--- src/rtl/input_demultiplexer_pkg.sv ---
// Shared types and constants for the pin-side input demultiplexer.
package input_demultiplexer_pkg;

  localparam int DEFAULT_INPUT_WIDTH = 8;
  localparam logic [7:0] BROADCAST_CHANNEL = 8'hFF;

  typedef enum logic [1:0] {
    IDLE     = 2'd0,
    CAPTURE  = 2'd1,
    ISSUE    = 2'd2,
    WAIT_LOW = 2'd3
  } demux_state_t;

endpackage

--- src/rtl/input_demultiplexer_strobe_sync_edge.sv ---
// Three-flop synchroniser for an asynchronous pin strobe with rising-edge detect.
// level is the synchronised strobe (s2); rise is a one-cycle pulse, two edges after the pin is first sampled high.
module strobe_sync_edge (
  input  logic clk,
  input  logic rst,
  input  logic async_in,
  output logic level,
  output logic rise
);

  logic s1, s2, s3;
  logic primed, armed;

  always_ff @(posedge clk) begin
    if (rst) begin
      s1     <= 1'b0;
      s2     <= 1'b0;
      s3     <= 1'b0;
      primed <= 1'b0;
      armed  <= 1'b0;
    end else begin
      s1     <= async_in;
      s2     <= s1;
      s3     <= s2;
      primed <= 1'b1;
      // Arm only once a genuine low has been sampled from the pin, so a strobe
      // already high at reset release does not look like a rising edge.
      if (primed && !s1) armed <= 1'b1;
    end
  end

  assign level = s2;
  assign rise  = s2 & ~s3 & armed;

endmodule

--- src/rtl/input_demultiplexer.sv ---
// Captures a strobed pin sample and steers it to one of NUM_FILTERS channel registers (valid pulse 3 edges after capture sync).
// Optional broadcast on select 8'hFF is enabled by defining INPUT_DEMUX_BROADCAST_EN.
module input_demultiplexer
  import input_demultiplexer_pkg::*;
#(
  parameter int NUM_FILTERS = 8,
  parameter int INPUT_WIDTH = DEFAULT_INPUT_WIDTH
) (
  input  logic                               clk,
  input  logic                               rst,
  input  logic [INPUT_WIDTH-1:0]             i_data,
  input  logic                               i_strobe,
  input  logic [7:0]                         i_select_input_channel,
  output logic [NUM_FILTERS*INPUT_WIDTH-1:0] o_channel_data,
  output logic [NUM_FILTERS-1:0]             o_channel_valid,
  output logic                               o_busy,
  output logic                               o_error
);

  demux_state_t           state;
  logic [INPUT_WIDTH-1:0] hold_data;
  logic [7:0]             hold_sel;
  logic [NUM_FILTERS-1:0] write_mask;
  logic                   strobe_level, strobe_rise;

  strobe_sync_edge u_strobe_sync (
    .clk      (clk),
    .rst      (rst),
    .async_in (i_strobe),
    .level    (strobe_level),
    .rise     (strobe_rise)
  );

  // An all-zero mask marks an invalid destination.
  always_comb begin
    write_mask = '0;
    for (int k = 0; k < NUM_FILTERS; k++) begin
      write_mask[k] = (hold_sel == 8'(k));
    end
`ifdef INPUT_DEMUX_BROADCAST_EN
    if (hold_sel == BROADCAST_CHANNEL) write_mask = '1;
`endif
  end

  always_ff @(posedge clk) begin
    if (rst) begin
      state           <= IDLE;
      hold_data       <= '0;
      hold_sel        <= '0;
      o_channel_data  <= '0;
      o_channel_valid <= '0;
      o_busy          <= 1'b0;
      o_error         <= 1'b0;
    end else begin
      case (state)
        IDLE: begin
          if (strobe_rise) begin
            hold_data <= i_data;
            hold_sel  <= i_select_input_channel;
            o_busy    <= 1'b1;
            state     <= CAPTURE;
          end
        end
        CAPTURE: begin
          if (|write_mask) begin
            o_channel_valid <= write_mask;
            for (int k = 0; k < NUM_FILTERS; k++) begin
              if (write_mask[k]) o_channel_data[k*INPUT_WIDTH +: INPUT_WIDTH] <= hold_data;
            end
          end else begin
            o_error <= 1'b1;
          end
          state <= ISSUE;
        end
        ISSUE: begin
          o_channel_valid <= '0;
          if (!strobe_level) begin
            o_busy <= 1'b0;
            state  <= IDLE;
          end else begin
            state <= WAIT_LOW;
          end
        end
        WAIT_LOW: begin
          if (!strobe_level) begin
            o_busy <= 1'b0;
            state  <= IDLE;
          end
        end
        default: state <= IDLE;
      endcase
    end
  end

endmodule

--- config.mk ---
export PLATFORM = sky130hd
export DESIGN_NAME = input_demultiplexer
export DESIGN_NICKNAME = d
export VERILOG_FILES = /design/src/rtl/input_demultiplexer_pkg.sv /design/src/rtl/input_demultiplexer_strobe_sync_edge.sv /design/src/rtl/input_demultiplexer.sv
export SDC_FILE = /design/constraint.sdc
export NUM_CORES = 1
export LEC_CHECK = 0
export CORE_MARGIN = 2
export CORE_UTILIZATION = 25
export DETAILED_ROUTE_END_ITERATION = 8
export PLACE_DENSITY_LB_ADDON = 0.05
export SYNTH_ARGS = -nofsm -noshare
export SYNTH_HDL_FRONTEND = slang
export SYNTH_SLANG_ARGS = --single-unit
export TNS_END_PERCENT = 1
--- constraint.sdc ---
create_clock -name clk -period 2 [get_ports clk]
set_input_delay 0.6 -clock clk [delete_from_list [all_inputs] [get_ports clk]]
set_output_delay 0.6 -clock clk [all_outputs]
set_load 0.005 [all_outputs]
Fig. 1: port wiring
Drawn at 2 px/um.
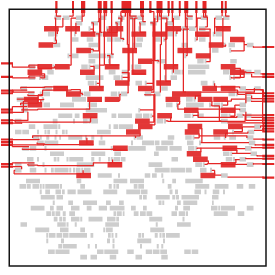
Key: o_channel_data = red [bits 64, direction output, end cells 64, wire 2,100 um]
port bufs: 92
I/O pin cnt: 93

Fig. 2: sizing map
Drawn at 4 px/um.
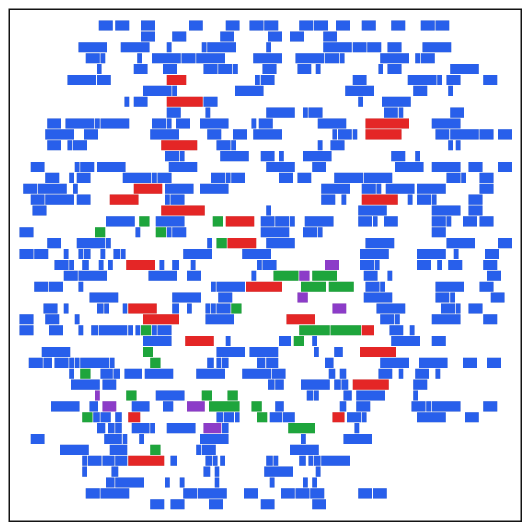
Key: drive 2 = purple [cells 8, share 1.6%]; drive 3 to 4 = green [cells 26, share 5.3%, most used buf_4]; drive 1 or less = blue [cells 438, share 88%, most used nand2_1]; drive 6 and up = red [cells 23, share 4.6%, most used clkbuf_16]
Buffers, non-clock: 117
Final WS setup: 128 ps
fin area: 5490 um2
Layout area overhead: 43.6%

Fig. 3: placed standard cells
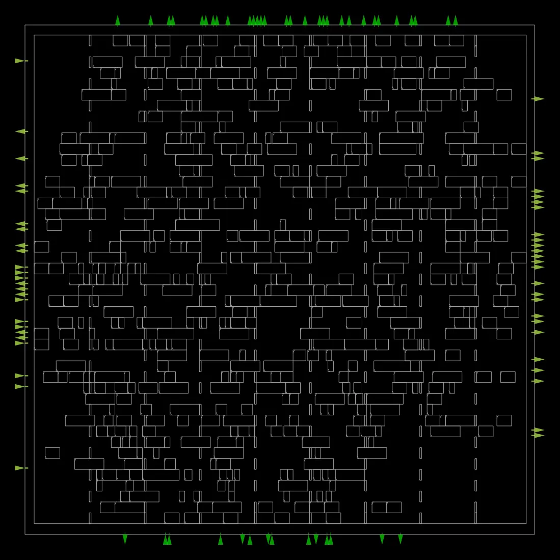
core area: 15,100 um2
fin cells: 683

==> changes_impl.md <==
### Metrics

- Mapped cell area: 3820 um2
- CP startpoint: o_channel_data[7]
- Critical path class: flop to output pin
- Layout Utilization: 0.364
- Sink Count: 97
- Overflow after GRT: 0
- Final wirelength: 10,600 um
- Worst vdd ir: 0.483 mV
- Power per cell area: 848 nW/um2
- DP HPWL: 7710 um
- CTS H-tree depth: 3
- Simple share: 0.204
- Crit-path cells: clkdlybuf4s50_1
- Worst-Margin Slew: 683 ps
- Crit path max-delay cell type: clkdlybuf4s50_1
- Yosys stat area: 3820 um2
- EDFF count, synth: 0
- Leak Pwr: 2.28 nW
- # diodes: 0
- Final ANT Viol Nets: 0
- Post-synthesis cell count: 383
- Layout Nets: 514
- Vias in the first global route: 2,927
- Fin crit share: 0.936
- Status: complete, no violations
- Synthesis-stage register bit count: 97
- Worst Setup End Kind: output pin
- Ys cells: 383
- Final hold slack: 456 ps
- Tool warning count: 30
- Total CTS buffers: 9
- PnR Total Power: 0.00465 W
- Hold_buf cts: 0
- Clk ins delay skew pair: 350 ps
- # Post-CTS Setup Buffers: 0
Fig. 4: pin map
Drawn at 4 px/um. Pins as bars across the die edge, other pins in gray.
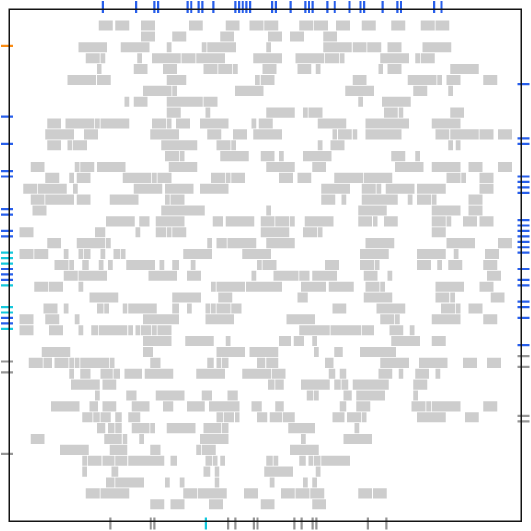
Key: i_data = cyan [pins 8, direction input, edge 7 left, 1 bottom]; clk = orange [pins 1, direction input, edge left]; o_channel_data = blue [pins 64, direction output, edge 30 top, 21 right, 13 left]
All pins by edge: 30 top, 25 right, 24 left, 14 bottom.
Chip Width: 128 um
Die Height: 128 um

Fig. 5: routed metal, one color a layer
Drawn at 4 px/um. Two of the layers only.
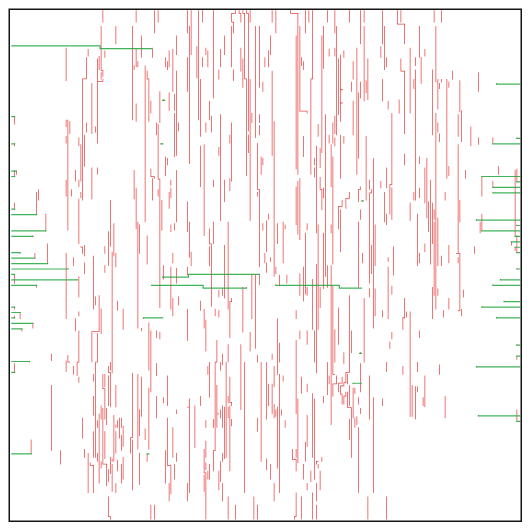
Key: met3 = green [wire length 331 um]; met2 = red [wire length 4,470 um]
drt wl/cell: 15.6 um
Via Count: 2,940

## through the flow
stage | worst slack (ps) | instances
after floorplan | 396 | 383
after global placement | 43.7 | 667
after detailed placement | 0.262 | 667
after CTS | 115 | 683
after global routing | 31.8 | 683
final | 128 | 683
## synthesized netlist by cell type (2+ instances only)
cell type  count  share of area
inv_1          6         0.0059
mux2i_1       70           0.18
buf_4          3         0.0059
nand4_1        2         0.0033
nor3_1         2         0.0026
ha_1           5          0.016
nor2_1         3         0.0029
and3_2         2         0.0039
nand2_1      112           0.11
nand3_1        6         0.0079
nand3_4        4          0.018
nand4_4        2          0.011
buf_2          4         0.0052
clkbuf_1      11          0.011
nor2b_1        5         0.0082
buf_6          2         0.0059
and3b_1        2         0.0046
a311oi_1       2         0.0046
nand3_2        2         0.0052
dfxtp_1       97           0.51
a21oi_1       22          0.029
## sequential cells by signal, summed over array words and instances (netlist names), 2 cells and up
signal and cells:
o_channel_valid 8, o_channel_data 64, hold_sel 8, hold_data 8
state 2
## kinds of logic (layout without fill, tap and decap cells)
group	after synthesis	in the layout
multiplexers	70	70
buffers and inverters	28	140
AND/OR/NAND/NOR	151	151
AND-OR/OR-AND	32	32
adder cells (fa/ha/maj)	5	5
flip-flops	97	97
## path summary, 6_finish.rpt
path / depth (start not counted) / slack (ps) / to
worst max-delay path: 1 / 130 / o_channel_data[7]
worst min-delay path: 2 / 460 / u_strobe_sync.level
worst max register to register: 5 / 180 / o_channel_data[13]
worst min register to register: 2 / 460 / u_strobe_sync.level
## report_power, final
group          total, W  leakage (nW)  internal [W]  switching [W]
Combinational  0.000675          1.34      0.000318       0.000357
Sequential      0.00201         0.783       0.00197      0.0000369
Clock           0.00197         0.160       0.00115       0.000821
## final cells by class
type	count	area [um2]	area share
Tap cell	188	235	0.0429
Timing Repair Buffer	117	1210	0.220
Clock inverter	6	93.8	0.0171
Inverter	7	26.3	0.00479
Clock buffer	10	239	0.0435
Multi-Input combinational cell	258	1740	0.318
Sequential cell	97	1940	0.354
## cell usage in the layout (no fill, tap or decap), types with 2 or more instances in the layout
cell	instances
dfxtp_1	97
nand2_1	112
nand4_4	2
bufinv_16	2
ha_1	5
nand3_2	2
clkbuf_16	9
buf_4	17
clkdlybuf4s50_1	92
inv_1	6
nand4_1	2
and3b_1	2
nand3_4	4
mux2i_1	70
nor2_1	3
a21oi_1	22
nor2b_1	5
and3_2	2
buf_12	8
nor3_1	2
inv_6	3
a311oi_1	2
nand3_1	6
## metal layers
metal,wire length [um],part of all wire,global-route usage
met5,0,0,0
met4,194,0.018,0.0601
met3,331,0.031,0.0238
met2,4470,0.42,0.191
met1,5640,0.53,0.202
Power figures rest on the tool's default switching activity, not on a simulated workload.
